==> config.mk <==
export PLATFORM = sky130hd
export DESIGN_NAME = btb_predictor
export DESIGN_NICKNAME = d
export VERILOG_FILES = /design/src/rtl/btb_predictor.sv
export SDC_FILE = /design/constraint.sdc
export NUM_CORES = 2
export LEC_CHECK = 0
export CORE_MARGIN = 2
export CORE_UTILIZATION = 30
export DETAILED_ROUTE_END_ITERATION = 6
export SYNTH_ARGS = -nofsm -noshare
export SYNTH_HDL_FRONTEND = slang
export SYNTH_SLANG_ARGS = --single-unit
==> constraint.sdc <==
create_clock -name clk -period 5.5 [get_ports clk]
set_input_delay 0.55 -clock clk [delete_from_list [all_inputs] [get_ports clk]]
set_output_delay 0.55 -clock clk [all_outputs]
set_load 0.01 [all_outputs]
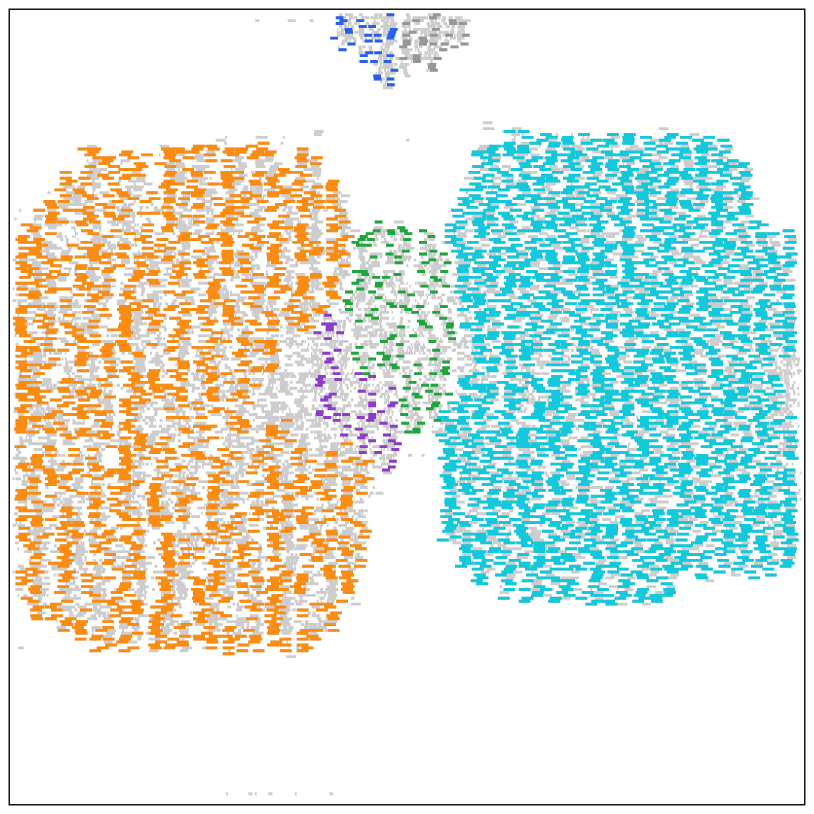
Figure 1: sequential cells coloured by netlist name.
[`BranchCount`] blue | sequential cells: 32 | where: top middle
[`tag_q`] orange | sequential cells: 1536
[`cnt_q`] green | sequential cells: 128
[`valid_q`] purple | sequential cells: 64 | where: middle
[`target_q`] cyan | sequential cells: 2048
not coloured: 32
Reg area: 113000 um^2
Seq power: 32.0 mW

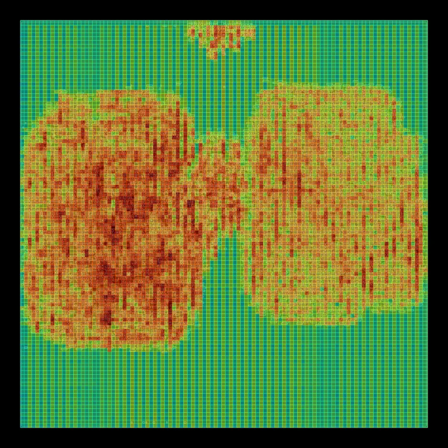
Figure 2: routing congestion.
overall routing resource usage: 20.1%
Top Usage Layer GRT: met2
M1 GR Usage: 26.9%

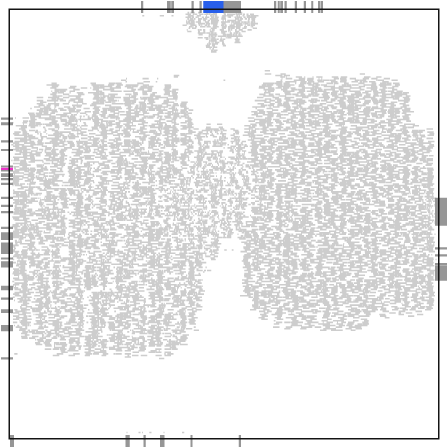
Figure 3: ports around the boundary.
Pins as bars across the die edge, other pins in grey.
[`clk`] magenta | pins: 1 | direction: input | edge: left
[`BranchCount`] blue | pins: 32 | direction: output | edge: top
all pins by edge: 84 top, 55 right, 49 left, 11 bottom
die height: 740 um
Chip Width: 740 um

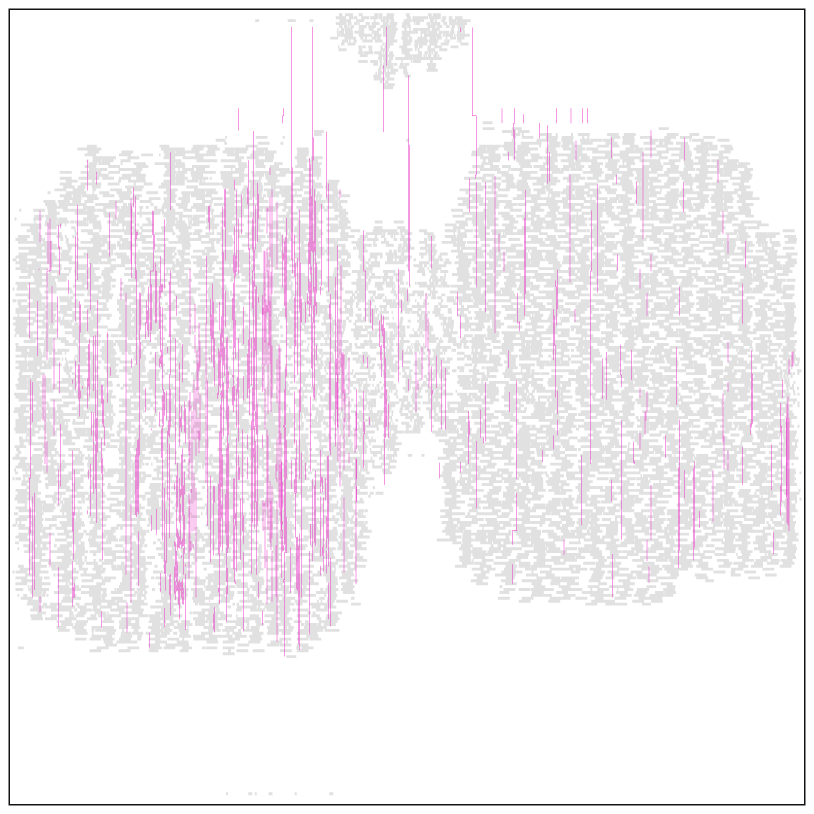
Figure 4: M4 wires.
Cells faint in the background.
share of all routed wire: 5.1%
wire length on this layer: 29.4 mm
main direction: vertical
longest straight run: 263 um
DRT Wirelength: 572 mm
vias: 96200

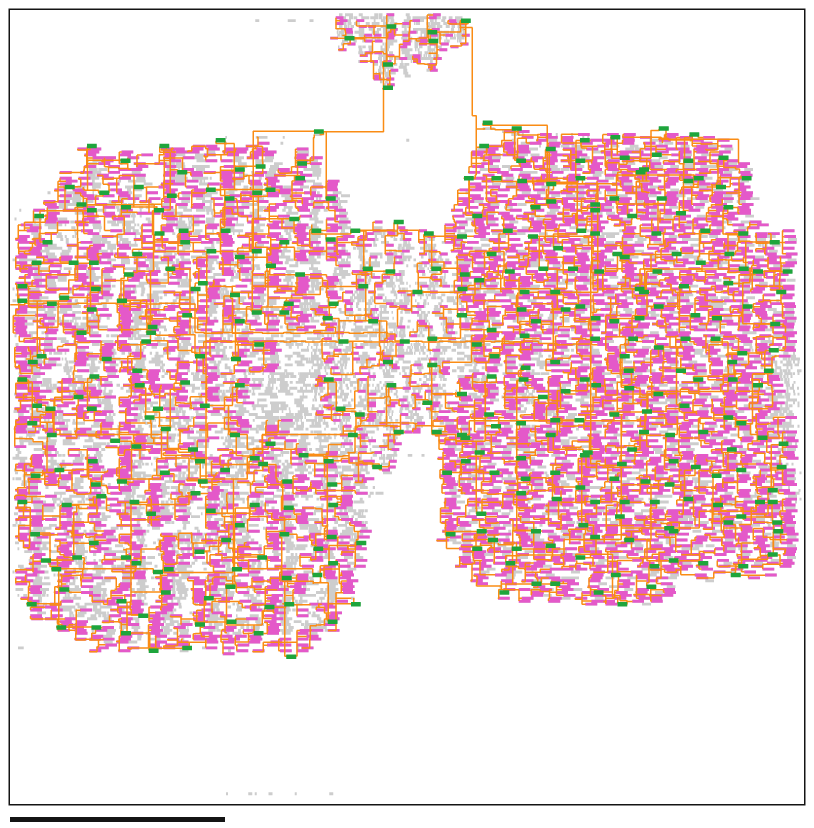
Figure 5: clock wires, drivers and flops.
Bar = 200 um.
[clock wires] orange | length: 46.0 mm
[cells driving clock nets] green | count: 382
[flip-flops] magenta | count: 3840
routed clock nets: 383
clk pwr: 26.1 mW
Latency at later pin: 1030 ps
Clk pwr share: 41.9%
clk_skew: 79.8 ps

==> flow_metrics.py <==
# Synthesis and PnR figures
metrics = {
    "power": {
        "intPower_mw": 48.3,
        "seqPwrFrac_pct": 51.2,
    },
    "final_timing": {
        "fin_tns_setup_ps": -1570,
        "drv_slew": 0,
        "finalSetupViolCount": 29,
        "hold_ws_ps": 117,
        "setup_ws_ps": -138,
        "fin_crit_sh_pct": 103,
    },
    "worst_hold_path": {
        "min_path_cells": 2,
        "hold_path_class": "input port to flop",
    },
    "final_layout": {
        "sh_comb_area_pct": 24.4,
        "antenna_cells": 21,
        "drive_gt1_share_pct": 33.7,
        "layout.nets": 9119,
        "fillers": 49400,
        "syn_to_final_growth_pct": 18.9,
    },
    "synth": {
        "ys_chip_area_um2": 163000,
        "ys_warn_count": 0,
        "top_area_cell": "edfxtp_1",
        "synthDistinctLibCells": 77,
        "ys_sh_mux_pct": 21.0,
        "ys_ff": 3840,
        "top_cell_area_share_pct": 66.2,
        "common_cells": "edfxtp_1 (3584), mux4_2 (1368), clkbuf_1 (340), mux2i_1 (283), dfxtp_1 (256)",
    },
    "worst_setup_path": {
        "crit_family": "multiplexers",
        "worstPathCellList": "mux4_2 > mux4_2 > mux4_2 > xor2_2 > nor4_4 > buf_4 > nand4_1 > or4_4 > buf_12 > clkbuf_16 > a211oi_4 > buf_2",
        "path_buffers": 4,
        "r2r_slack_ps": 760,
    },
    "route": {
        "via_per_inst": 5.81,
        "route.detailed.drc": 0,
        "wl_met3_mm": 70.3,
        "dr.pass1.iters": 6,
    },
    "flow_run": {
        "tool_warnings": 46,
    },
    "placement": {
        "place_hpwl_mm": 352,
        "dp_slack_ps": -974,
    },
    "floorplanning": {
        "num_io_pins": 199,
        "core_um2": 540000,
    },
    "cts": {
        "root_buffer": "clkbuf_16",
        "clock_sinks": 3840,
    },
    "global_route": {
        "grt_use_met2_pct": 30.8,
        "grt_max_degree": 134,
    },
    "outcome": {
        "violations": "negative setup slack",
        "status": "complete, but fails checks",
    },
}
Power and IR drop assume default switching activity.
